**Run 1: signal wires by layer**

(8 px per µm)
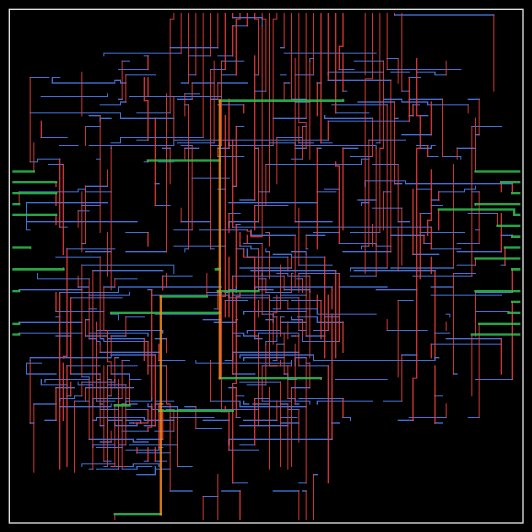
**Run 1: routing congestion map**

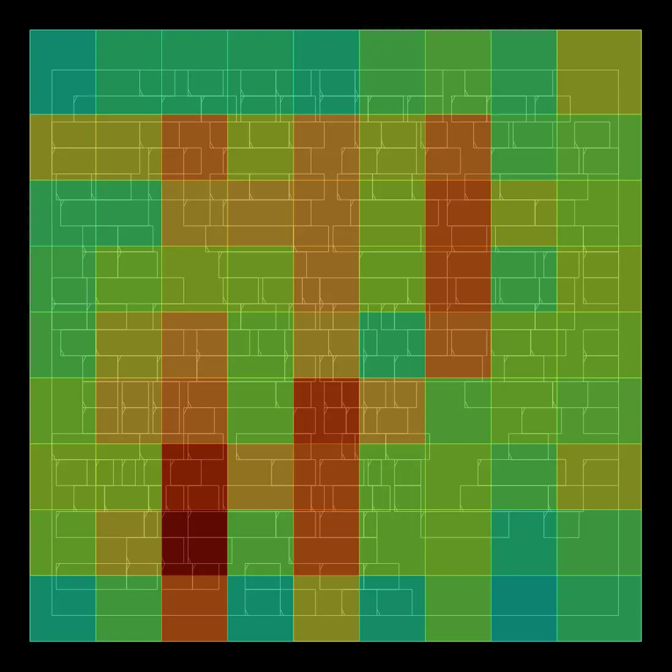
**Run 1: placed cells, one colour a class**

(8 px per µm) Fill, decap, tap and diode cells in grey.
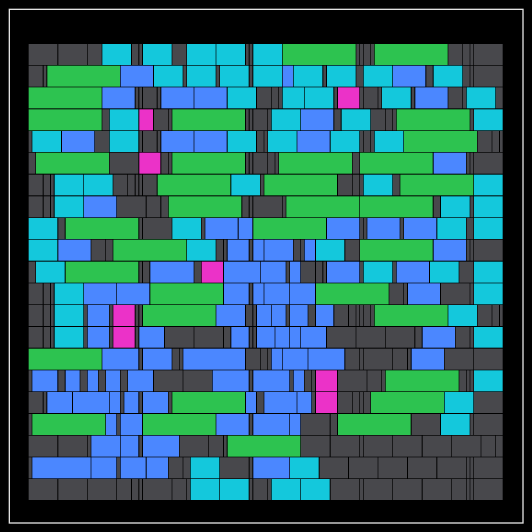
## src/rtl/gestor_pkg.sv

```systemverilog
// Shared types and constants for the parking barrier controller.
package gestor_pkg;

  typedef enum logic [1:0] {
    REPOUSO = 2'd0,
    ABERTA  = 2'd1,
    FECHO   = 2'd2
  } estado_t;

  localparam logic SENTIDO_ENTRADA = 1'b0;
  localparam logic SENTIDO_SAIDA   = 1'b1;

  // Six 4-bit plate digits, m5 in [23:20] down to m0 in [3:0].
  typedef logic [23:0] matricula_t;

endpackage

```

## src/rtl/registo_matriculas.sv

```systemverilog
// Four-entry FIFO log of accepted plates.
// When the log is full, a write without a read drops the oldest entry.
// A read of an empty log is ignored.
module registo_matriculas
  import gestor_pkg::*;
(
  input  logic       clk,
  input  logic       rst,
  input  logic       escrever,
  input  matricula_t dado,
  input  logic       ler,
  output matricula_t hist_dado,
  output logic       hist_vazio
);

  localparam int PROF = 4;

  matricula_t mem [PROF];
  logic [1:0] ptr_esc;
  logic [1:0] ptr_ler;
  logic [2:0] ocup;
  logic       pop;
  logic       descarta;
  logic       inc;

  // Decide pop, overwrite-oldest and occupancy increment for this cycle.
  always_comb begin
    pop      = ler && (ocup != 3'd0);
    descarta = escrever && (ocup == 3'd4) && !pop;
    inc      = escrever && !descarta;
  end

  // Pointers and occupancy; reset empties the log.
  always_ff @(posedge clk or posedge rst) begin
    if (rst) begin
      ptr_esc <= 2'd0;
      ptr_ler <= 2'd0;
      ocup    <= 3'd0;
    end else begin
      if (escrever) ptr_esc <= ptr_esc + 2'd1;
      if (pop || descarta) ptr_ler <= ptr_ler + 2'd1;
      ocup <= ocup + {2'b00, inc} - {2'b00, pop};
    end
  end

  // Storage array; contents are don't-care while empty, so no reset.
  always_ff @(posedge clk) begin
    if (escrever) mem[ptr_esc] <= dado;
  end

  assign hist_dado  = mem[ptr_ler];
  assign hist_vazio = (ocup == 3'd0);

endmodule

```

## src/rtl/gestor_barreira.sv

```systemverilog
// Parking barrier controller: accepts validated plate requests, opens the
// barrier, counts vehicles in/out, and applies a guard period after closing.
// Optional macro GESTOR_REGISTO_EN adds a 4-entry log of accepted plates
// (ports ler, hist_dado, hist_vazio).
//
// state   | meaning
// REPOUSO | idle, accepting requests
// ABERTA  | barrier open, waiting for passage or timeout
// FECHO   | barrier closed, guard time before returning to idle
module gestor_barreira
  import gestor_pkg::*;
#(
  parameter int LOTACAO  = 9,
  parameter int T_ABERTA = 5,
  parameter int T_FECHO  = 2
) (
  input  logic       clk,
  input  logic       rst,
  input  logic       pedido,
  input  logic       valido,
  input  logic       sentido,
  input  matricula_t matricula,
  input  logic       passou,
  output logic       barreira,
  output logic       ocupado,
  output logic       recusado,
  output logic [3:0] contagem,
  output logic       cheio,
  output matricula_t ult_matricula
`ifdef GESTOR_REGISTO_EN
  ,
  input  logic       ler,
  output matricula_t hist_dado,
  output logic       hist_vazio
`endif
);

  localparam int TMAX = (T_ABERTA > T_FECHO) ? T_ABERTA : T_FECHO;
  localparam int TW   = (TMAX > 1) ? $clog2(TMAX) : 1;
  // Down-counters load N-1 so that terminal count 0 ends an N-cycle window.
  localparam logic [TW-1:0] CARGA_ABERTA = TW'(T_ABERTA - 1);
  localparam logic [TW-1:0] CARGA_FECHO  = TW'(T_FECHO - 1);
  localparam logic [3:0]    LIMITE       = 4'(LOTACAO);

  estado_t    estado, estado_seg;
  logic [TW-1:0] temp, temp_seg;
  logic       sentido_reg, sentido_seg;
  logic [3:0] cont, cont_seg;
  matricula_t ult_seg;
  logic       recusa_seg;
  logic       cheio_int;
  logic       pedido_ok;
  logic       escrita;

  assign cheio_int = (cont == LIMITE);
  // A request is admissible unless the plate is invalid, an entry finds the
  // lot full, or an exit finds it empty.
  assign pedido_ok = valido
                     && !((sentido == SENTIDO_ENTRADA) && cheio_int)
                     && !((sentido == SENTIDO_SAIDA) && (cont == 4'd0));
  assign escrita   = (estado == REPOUSO) && pedido && pedido_ok;

  // Next-state, timer, count and latch logic.
  always_comb begin
    estado_seg  = estado;
    temp_seg    = temp;
    sentido_seg = sentido_reg;
    cont_seg    = cont;
    ult_seg     = ult_matricula;
    recusa_seg  = 1'b0;
    case (estado)
      REPOUSO: begin
        if (escrita) begin
          estado_seg  = ABERTA;
          temp_seg    = CARGA_ABERTA;
          sentido_seg = sentido;
          ult_seg     = matricula;
        end else if (pedido) begin
          recusa_seg = 1'b1;
        end
      end
      ABERTA: begin
        // Passage takes priority over a coincident timeout.
        if (passou) begin
          estado_seg = FECHO;
          temp_seg   = CARGA_FECHO;
          if ((sentido_reg == SENTIDO_ENTRADA) && (cont < LIMITE))
            cont_seg = cont + 4'd1;
          else if ((sentido_reg == SENTIDO_SAIDA) && (cont != 4'd0))
            cont_seg = cont - 4'd1;
        end else if (temp == '0) begin
          estado_seg = FECHO;
          temp_seg   = CARGA_FECHO;
        end else begin
          temp_seg = temp - 1'b1;
        end
      end
      FECHO: begin
        if (temp == '0) estado_seg = REPOUSO;
        else            temp_seg   = temp - 1'b1;
      end
      default: estado_seg = REPOUSO;
    endcase
  end

  // State and datapath registers; reset discards any pending update.
  always_ff @(posedge clk or posedge rst) begin
    if (rst) begin
      estado        <= REPOUSO;
      temp          <= '0;
      sentido_reg   <= SENTIDO_ENTRADA;
      cont          <= 4'd0;
      ult_matricula <= '0;
      recusado      <= 1'b0;
    end else begin
      estado        <= estado_seg;
      temp          <= temp_seg;
      sentido_reg   <= sentido_seg;
      cont          <= cont_seg;
      ult_matricula <= ult_seg;
      recusado      <= recusa_seg;
    end
  end

  assign barreira = (estado == ABERTA);
  assign ocupado  = (estado != REPOUSO);
  assign contagem = cont;
  assign cheio    = cheio_int;

`ifdef GESTOR_REGISTO_EN
  registo_matriculas u_registo (
    .clk        (clk),
    .rst        (rst),
    .escrever   (escrita),
    .dado       (matricula),
    .ler        (ler),
    .hist_dado  (hist_dado),
    .hist_vazio (hist_vazio)
  );
`endif

endmodule

```

## config.mk

```make
export PLATFORM = sky130hd
export DESIGN_NAME = gestor_barreira
export DESIGN_NICKNAME = d
export VERILOG_FILES = /design/src/rtl/gestor_pkg.sv /design/src/rtl/registo_matriculas.sv /design/src/rtl/gestor_barreira.sv
export SDC_FILE = /design/constraint.sdc
export NUM_CORES = 1
export LEC_CHECK = 0
export ABC_CLOCK_PERIOD_IN_PS = 4000
export CAP_MARGIN = 20
export CORE_MARGIN = 2
export CORE_UTILIZATION = 47
export DETAILED_ROUTE_END_ITERATION = 7
export PLACE_DENSITY = 0.92
export SYNTH_ARGS = -nofsm -noshare
export SYNTH_HDL_FRONTEND = slang
export SYNTH_HIERARCHICAL = 1
export SYNTH_SLANG_ARGS = --single-unit
```

## constraint.sdc

```tcl
create_clock -name clk -period 4 [get_ports clk]
set_clock_uncertainty 0.15 [all_clocks]
set_input_delay 0.4 -clock clk [delete_from_list [all_inputs] [get_ports clk]]
set_output_delay 0.4 -clock clk [all_outputs]
set_load 0.01 [all_outputs]
```

==> results.json, run 1 <==
{
  "run_status": "completed",
  "total_power_mw": 1.927,
  "floorplan.io_pins": 62,
  "drv_slew": 0,
  "rsz0062_at_grt": "no",
  "num_antenna_cells": 0,
  "grt_remaining_overflow": 0,
  "worst_slew_margin_rel_pct": 69.41,
  "initial_antenna_violation_count": 0,
  "ff2ff_setup_slack_ns": 1.30,
  "num-fill-cells": 235,
  "r2r.worst_path.cells": 8,
  "final_layout_top_logic_cells": "sky130_fd_sc_hd__clkdlybuf4s50_1 (61), sky130_fd_sc_hd__dfrtp_1 (35), sky130_fd_sc_hd__mux2_2 (26)",
  "cpMaxStageDelayCell": "sky130_fd_sc_hd__dfrtp_1",
  "timing.critical_path.from_type": "flip-flop",
  "clock_buf_inv_share_pct": 2.393,
  "final-seq-area_um2": 875.8,
  "hold_buffer_count_at_cts": 0,
  "crit_path_cell_trace": "or3_4 -> a21o_2 -> ha_1 -> a21o_2 -> a21oi_1 -> mux2i_1 -> a31oi_1 -> a41oi_1",
  "synth.yosys.chip_area_um2": 1694,
  "timing.final.crit_period_ns": 2.695,
  "synthAdderAreaFrac_pct": 7.090,
  "routedLengthMet1_um": 1540,
  "path_buffers": 0,
  "yosys_warnings": 6,
  "tritoncts": "yes",
  "tool_warnings": 30,
  "floorplan.core_util_pct": 49.98,
  "clock_insertion_delay_worst_skew_ns": 0.34,
  "met2_wirelength_um": 1973,
  "clock-sinks": 35,
  "post-cts-setup-buffers": 0,
  "clock_group_power_mw": 0.192,
  "critPathCapture": "contagem[3]$_DFFE_PP0P_",
  "hp-class": "primary input to asynchronous set/reset pin",
  "setup.worst_path.start": "contagem[0]$_DFFE_PP0P_",
  "die_h_um": 64.04,
  "drt_pre_antenna_iters": 3,
  "finalCritPeriodShare_pct": 67.39,
  "finalNetCount": 231,
  "dpl_ws_ns": 1.365,
  "grt_pass1_wl_um": 6210,
  "timing_hold_violations_final": 0
}
-- 'signal wires by layer' (at the start) --
- red: metal 2 (wire length 1970 µm)
- green: metal 3 (wire length 163 µm)
- orange: metal 4 (wire length 61.9 µm)
- blue: metal 1 (wire length 1540 µm)
GRT Resource Usage Total: 20.27%
Via Count: 1247
Total Routed Length: 3737 µm
detailed-route wire length per cell: 15.64 µm

-- 'routing congestion map' (at the start) --
Core Util, Final: 70.95%
met3 capacity usage during global routing: 5.810%
met2 routing resource usage after global routing: 35.94%
met1 capacity usage during global routing: 23.03%
gr busiest metal: met2

-- 'placed cells, one colour a class' (at the start) --
- cyan: remaining buffers and delay cells (cells 62)
- green: sequential cells (cells 35)
- blue: combinational and other logic (cells 88)
- magenta: clock drivers and dummy loads (cells 8)
total number of placement rows: 21
final std cell area, no fill: 2405 µm²
sequential fraction of total cell area: 36.42%
Core Footprint: 3390 µm²

run 1: cells in the mapped netlist:
master	n
sky130_fd_sc_hd__nor2b_1	2
sky130_fd_sc_hd__mux2_1	1
sky130_fd_sc_hd__a31oi_1	1
sky130_fd_sc_hd__and3b_2	1
sky130_fd_sc_hd__mux2_4	1
sky130_fd_sc_hd__nor3b_1	1
sky130_fd_sc_hd__ha_1	8
sky130_fd_sc_hd__or3b_2	1
sky130_fd_sc_hd__nand3b_1	1
sky130_fd_sc_hd__or3b_1	1
sky130_fd_sc_hd__a41oi_1	1
sky130_fd_sc_hd__o2bb2ai_1	1
sky130_fd_sc_hd__nand2_1	5
sky130_fd_sc_hd__a21o_2	2
sky130_fd_sc_hd__o31a_1	1
sky130_fd_sc_hd__xnor2_1	2
sky130_fd_sc_hd__dfrtp_1	35
sky130_fd_sc_hd__a32o_1	1
sky130_fd_sc_hd__nand4_4	1
sky130_fd_sc_hd__inv_1	7
sky130_fd_sc_hd__o21ai_0	2
sky130_fd_sc_hd__mux2i_1	2
sky130_fd_sc_hd__a21o_1	2
sky130_fd_sc_hd__nand2b_1	1
sky130_fd_sc_hd__nor3_1	1
sky130_fd_sc_hd__o21ai_2	1
sky130_fd_sc_hd__or3_4	1
sky130_fd_sc_hd__or3_1	1
sky130_fd_sc_hd__a22o_1	1
sky130_fd_sc_hd__buf_6	2
sky130_fd_sc_hd__and3_2	1
sky130_fd_sc_hd__a21oi_1	4
sky130_fd_sc_hd__nand4_2	1
sky130_fd_sc_hd__nand3_1	1
sky130_fd_sc_hd__fa_1	1
sky130_fd_sc_hd__o2111ai_1	1
sky130_fd_sc_hd__mux2_2	26
sky130_fd_sc_hd__a31o_2	1
sky130_fd_sc_hd__nor2_1	1
**Run 1: routed clock nets over the placement**

(6 px per µm)
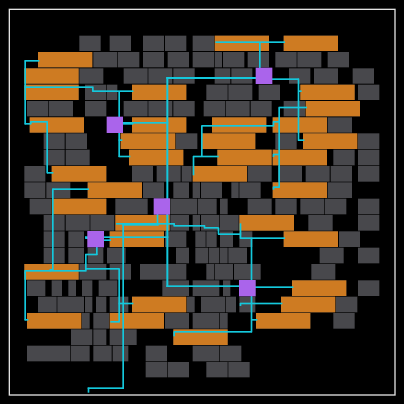

==> run 1 -> run 2 <==
--- a/config.mk
+++ b/config.mk
@@ -5,12 +5,12 @@
 export SDC_FILE = /design/constraint.sdc
 export NUM_CORES = 1
 export LEC_CHECK = 0
-export ABC_CLOCK_PERIOD_IN_PS = 4000
+export ABC_CLOCK_PERIOD_IN_PS = 2700
 export CAP_MARGIN = 20
 export CORE_MARGIN = 2
-export CORE_UTILIZATION = 47
+export CORE_UTILIZATION = 44
 export DETAILED_ROUTE_END_ITERATION = 7
-export PLACE_DENSITY = 0.92
+export PLACE_DENSITY = 0.87
 export SYNTH_ARGS = -nofsm -noshare
 export SYNTH_HDL_FRONTEND = slang
 export SYNTH_HIERARCHICAL = 1
==> constraint.sdc (replaced) <==
create_clock -name clk -period 2.7 [get_ports clk]
set_clock_uncertainty 0.15 [all_clocks]
set_input_delay 0.27 -clock clk [delete_from_list [all_inputs] [get_ports clk]]
set_output_delay 0.27 -clock clk [all_outputs]
set_load 0.01 [all_outputs]
**Run 2: routed clock nets over the placement**

(6 px per µm)
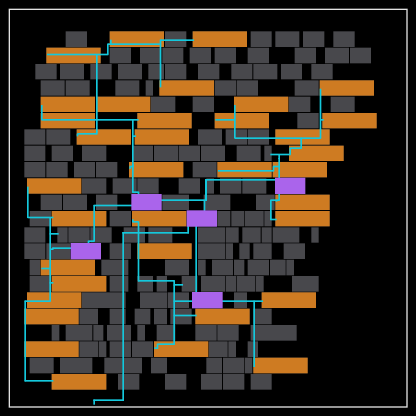
- cyan: clock wires (length 389 µm)
- orange: flip-flops (count 35)
- purple: clock drivers (count 5)
- flops lie: widely spread

**Run 2: signal wires by layer**

(8 px per µm)
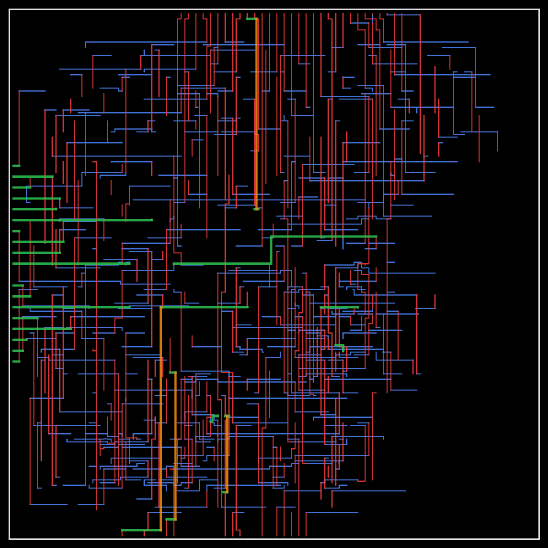
- orange: metal 4 (wire length 79.6 µm)
- green: metal 3 (wire length 150 µm)
- blue: metal 1 (wire length 1460 µm)
- red: metal 2 (wire length 2200 µm)
GRT Resource Usage Total: 19.77%
Via Count: 1269

**Run 2: placed cells, one colour a class**

(8 px per µm) Fill, decap, tap and diode cells in grey.
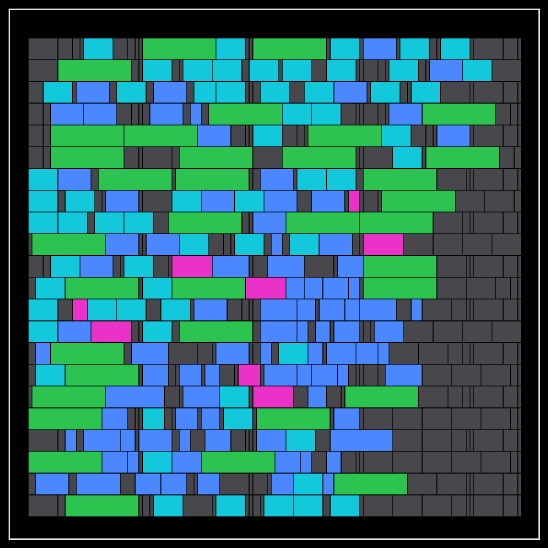
- blue: combinational and other logic (cells 88)
- cyan: remaining buffers and delay cells (cells 63)
- magenta: clock drivers and dummy loads (cells 8)
- green: sequential cells (cells 35)

==> results.json, run 2 <==
{
  "hold_buffer_count_at_cts": 0,
  "root_buffer_cell": "sky130_fd_sc_hd__clkbuf_8",
  "tritoncts": "yes",
  "initial_antenna_violation_count": 0,
  "row_count": 22,
  "common_cells": "sky130_fd_sc_hd__dfrtp_1 (35), sky130_fd_sc_hd__mux2_2 (26), sky130_fd_sc_hd__ha_1 (8)",
  "timing.final.crit_period_ns": 2.591,
  "synth-edff-count": 0,
  "grt_start_max_net_pins": 36,
  "timing_hold_violations_final": 0,
  "clock_insertion_delay_worst_skew_ns": 0.27,
  "finalNetCount": 232,
  "largest_reg_flops": 24,
  "drt_pre_antenna_iters": 5,
  "die_h_um": 66.05,
  "die-area_um2": 4363,
  "wirelength_um": 3887,
  "final_layout_top_logic_cells": "sky130_fd_sc_hd__clkdlybuf4s50_1 (61), sky130_fd_sc_hd__dfrtp_1 (35), sky130_fd_sc_hd__mux2_2 (26)",
  "floorplan.io_pins": 62,
  "path_buffers": 0,
  "yosys_warnings": 6,
  "worst_setup_hold_path_clk_slew_ns": 0.07,
  "r2r.worst_path.cells": 8,
  "rsz0062_at_grt": "no",
  "asyncSetResetFlopFracSynth_pct": 100.0,
  "critPathCapture": "contagem[3]$_DFFE_PP0P_",
  "drv_slew": 0,
  "post-synth-top-count-cell": "sky130_fd_sc_hd__dfrtp_1",
  "floorplan.core_util_pct": 45.93,
  "run_status": "completed",
  "cpMaxStageDelayCell": "sky130_fd_sc_hd__dfrtp_1",
  "post-cts-setup-buffers": 0,
  "grt_remaining_overflow": 0,
  "clock-sinks": 35,
  "timing.critical_path.from_type": "flip-flop",
  "synth.yosys.chip_area_um2": 1694,
  "dpl_ws_ns": 0.1703,
  "top_area_share_pct": 51.70,
  "grt_pass1_wl_um": 6472,
  "crit_path_cell_trace": "or3_4 -> a21o_2 -> ha_1 -> a21o_2 -> a21oi_1 -> mux2i_1 -> a31oi_1 -> a41oi_1",
  "hp-class": "primary input to asynchronous set/reset pin",
  "num_antenna_cells": 0,
  "finalCritPeriodShare_pct": 95.96,
  "flop_cell": "sky130_fd_sc_hd__dfrtp_1",
  "worst_slew_margin_rel_pct": 69.31,
  "ff2ff_setup_slack_ns": 0.11
}
[run 2: worst reg2reg max path: cells and delay by family (launching register included)]
kind,cells,cell delay [ns]
and+or+nand+nor,1,0.38
DFF,1,0.45
muxes,1,0.24
AOI/OAI and AO/OA,5,1.01
adders and majority gates,1,0.28
[run 2: final cells by class]
type | instances | area, µm²
sequential | 35 | 875.8
multi-input combinational | 81 | 769.5
tap | 48 | 60.06
inverter | 7 | 26.28
clock inverter | 2 | 12.51
timing repair buffer | 63 | 625.6
fill | 286 | 1246
clock buffer | 6 | 72.57
[run 2: power by group]
| part | switching [mW] | internal (mW) | total, mW |
|---|---|---|---|
| registers | 0.181 | 0.784 | 0.965 |
| logic | 0.688 | 0.946 | 1.63 |
| clock network | 0.176 | 0.180 | 0.356 |
[run 2: cell families (layout without fill, tap and decap cells)]
logic type	Yosys count	after routing	share of synthesized area, %
compound gates	19	19	8.273
xor+xnor	2	2	1.034
fa+ha+maj	9	9	7.090
buf+inv	9	78	2.881
flops	35	35	51.70
mux	30	30	20.01
simple gates	21	21	9.011
[run 2: metal layers]
layer / global-route usage [%] / wire length [µm]
met1: 22.59 / 1462
met2: 35.23 / 2195
met3: 4.770 / 150
met4: 8.163 / 79
met5: 0 / 0
[run 2: through the flow]
step                      std cells  area, µm²  power (mW)  util [%]  hold slack (ns)
after global routing            242       2442       3.162     66.21           0.2989
after CTS                       242       2442       2.978     66.21           0.2720
final                           242       2442       2.955     66.21           0.2542
after floorplan                 125       1694       1.861         -           0.2020
after detailed placement        234       2357       2.596     63.91           0.3426
after global placement          234       2357       2.497     63.91           0.3238
**Run 2: floorplan with the power grid**

(8 px per µm) Pins as bars on the die edge. Tap cells in grey.
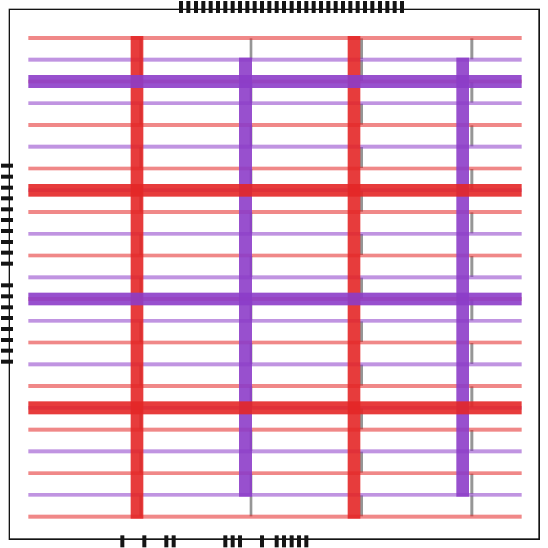

==> run 2 -> run 3 <==
--- a/config.mk
+++ b/config.mk
@@ -7,10 +7,12 @@
 export LEC_CHECK = 0
 export ABC_CLOCK_PERIOD_IN_PS = 2700
 export CAP_MARGIN = 20
+export CELL_PAD_IN_SITES_DETAIL_PLACEMENT = 0
+export CELL_PAD_IN_SITES_GLOBAL_PLACEMENT = 1
 export CORE_MARGIN = 2
-export CORE_UTILIZATION = 44
+export CORE_UTILIZATION = 34
 export DETAILED_ROUTE_END_ITERATION = 7
-export PLACE_DENSITY = 0.87
+export PLACE_DENSITY = 0.86
 export SYNTH_ARGS = -nofsm -noshare
 export SYNTH_HDL_FRONTEND = slang
 export SYNTH_HIERARCHICAL = 1
**Run 3: floorplan with the power grid**

(6 px per µm) Pins as bars on the die edge. Tap cells in grey.
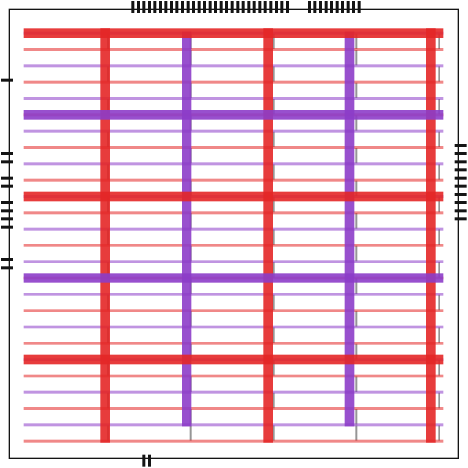
- red: VSS
- purple: VDD
- met4 straps: 5
- met1 rails: 26

**Run 3: signal wires by layer**

(6 px per µm)
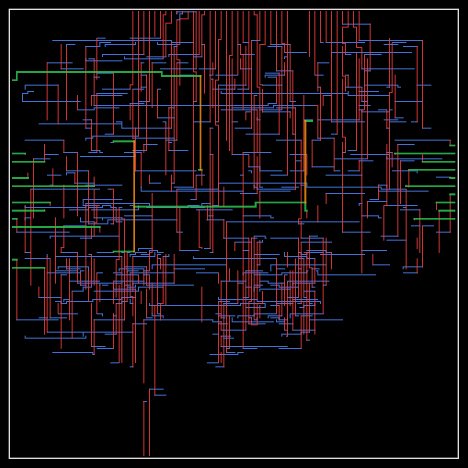
- green: metal 3 (wire length 174 µm)
- blue: metal 1 (wire length 1550 µm)
- orange: metal 4 (wire length 47.6 µm)
- red: metal 2 (wire length 2150 µm)

**Run 3: placed cells, one colour a class**

(6 px per µm) Fill, decap, tap and diode cells in grey.
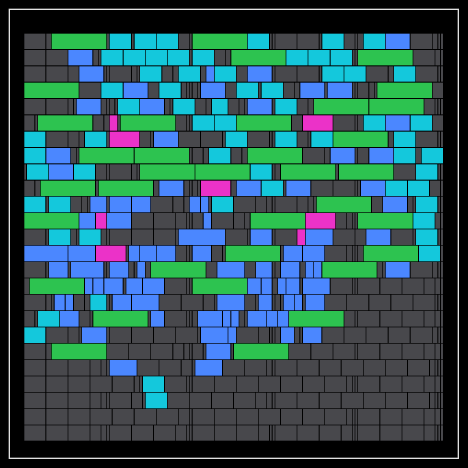
- cyan: remaining buffers and delay cells (cells 63)
- blue: combinational and other logic (cells 88)
- green: sequential cells (cells 35)
- magenta: clock drivers and dummy loads (cells 8)

==> results.json, run 3 <==
{
  "track_usage_pct": 14.40,
  "finalCritPeriodShare_pct": 95.56,
  "floorplan.io_pins": 62,
  "routed-via-count": 1210,
  "die-area_um2": 5564,
  "clock-sinks": 35,
  "tritoncts": "yes",
  "postLayoutCoreUtil_pct": 51.79,
  "top_area_share_pct": 51.70,
  "common_cells": "sky130_fd_sc_hd__dfrtp_1 (35), sky130_fd_sc_hd__mux2_2 (26), sky130_fd_sc_hd__ha_1 (8)",
  "critPathCapture": "contagem[3]$_DFFE_PP0P_",
  "ff2ff_setup_slack_ns": 0.12,
  "post-synth-top-count-cell": "sky130_fd_sc_hd__dfrtp_1",
  "die_h_um": 74.59,
  "drv_slew": 0,
  "wirelength_um": 3920,
  "setup.worst_path.start": "contagem[1]$_DFFE_PP0P_",
  "grt_remaining_overflow": 0,
  "finalNetCount": 232,
  "num-fill-cells": 423,
  "clock_insertion_delay_worst_skew_ns": 0.28,
  "grt_pass1_wl_um": 5989,
  "root_buffer_cell": "sky130_fd_sc_hd__clkbuf_8",
  "drt_pre_antenna_iters": 4,
  "hp-class": "primary input to asynchronous set/reset pin",
  "area_growth_syn_to_layout_pct": 45.35,
  "num_antenna_cells": 0,
  "post-cts-setup-buffers": 0,
  "row_count": 25,
  "timing.critical_path.from_type": "flip-flop",
  "worst_setup_hold_path_clk_slew_ns": 0.07,
  "grt_start_max_net_pins": 36,
  "whs_ns": 0.2433,
  "synth.yosys.chip_area_um2": 1694,
  "hold_buffer_count_at_cts": 0,
  "worst_slew_margin_rel_pct": 68.53,
  "final-seq-area_um2": 875.8,
  "flop_cell": "sky130_fd_sc_hd__dfrtp_1",
  "tool_warnings": 30,
  "asyncSetResetFlopFracSynth_pct": 100.0,
  "synth-edff-count": 0,
  "initial_antenna_violation_count": 0,
  "combGateArea_um2": 769.5,
  "final_layout_top_logic_cells": "sky130_fd_sc_hd__clkdlybuf4s50_1 (61), sky130_fd_sc_hd__dfrtp_1 (35), sky130_fd_sc_hd__mux2_2 (26)",
  "rsz0062_at_grt": "no",
  "floorplan.core_util_pct": 35.63,
  "tns_ns": 0,
  "largest_reg_flops": 24,
  "run_status": "completed",
  "r2r.worst_path.cells": 8
}
-- run 3: critical path, cell delays in order (launching register included) --
cell and delay, ns:
sky130_fd_sc_hd__dfrtp_1 0.46, sky130_fd_sc_hd__or3_4 0.38, sky130_fd_sc_hd__a21o_2 0.26, sky130_fd_sc_hd__ha_1 0.28, sky130_fd_sc_hd__a21o_2 0.18, sky130_fd_sc_hd__a21oi_1 0.29, sky130_fd_sc_hd__mux2i_1 0.23, sky130_fd_sc_hd__a31oi_1 0.10
sky130_fd_sc_hd__a41oi_1 0.17
-- run 3: area by class of cell --
| type | count | area share, % |
|---|---|---|
| multi-input combinational | 81 | 31.25 |
| clock inverter | 1 | 0.2033 |
| timing repair buffer | 63 | 25.41 |
| clock buffer | 7 | 3.100 |
| inverter | 7 | 1.067 |
| sequential | 35 | 35.57 |
| tap | 67 | 3.404 |
-- run 3: per-layer routing --
layer,track usage [%],share of wire [%],vias to the layer above
li1,-,-,584
met1,16.61,39,593
met2,24.88,55,26
met3,4.336,4.4,7
met4,5.952,1.2,0
met5,0,0,-
-- run 3: stage by stage --
stage | cells | instance area (µm²)
5_1_grt | 261 | 2462
3_5_place_dp | 253 | 2381
3_3_place_gp | 253 | 2381
2_1_floorplan | 125 | 1694
6_report | 261 | 2462
4_1_cts | 261 | 2462
-- run 3: cells by family (layout without fill, tap and decap cells) --
kind of cell	count (synthesis)	after routing	share of synthesized area, %
xor gates and xnor gates	2	2	1.034
adders and majority gates	9	9	7.090
AOI/OAI and AO/OA	19	19	8.273
buffers and inverters	9	78	2.881
DFF	35	35	51.70
and+or+nand+nor	21	21	9.011
muxes	30	30	20.01
-- run 3: report_power, final --
part           switching, mW  internal [mW]  total, mW
Sequential             0.175          0.783      0.958
Combinational          0.671          0.946       1.62
Clock                  0.188          0.181      0.369
Power and IR drop assume default switching activity.
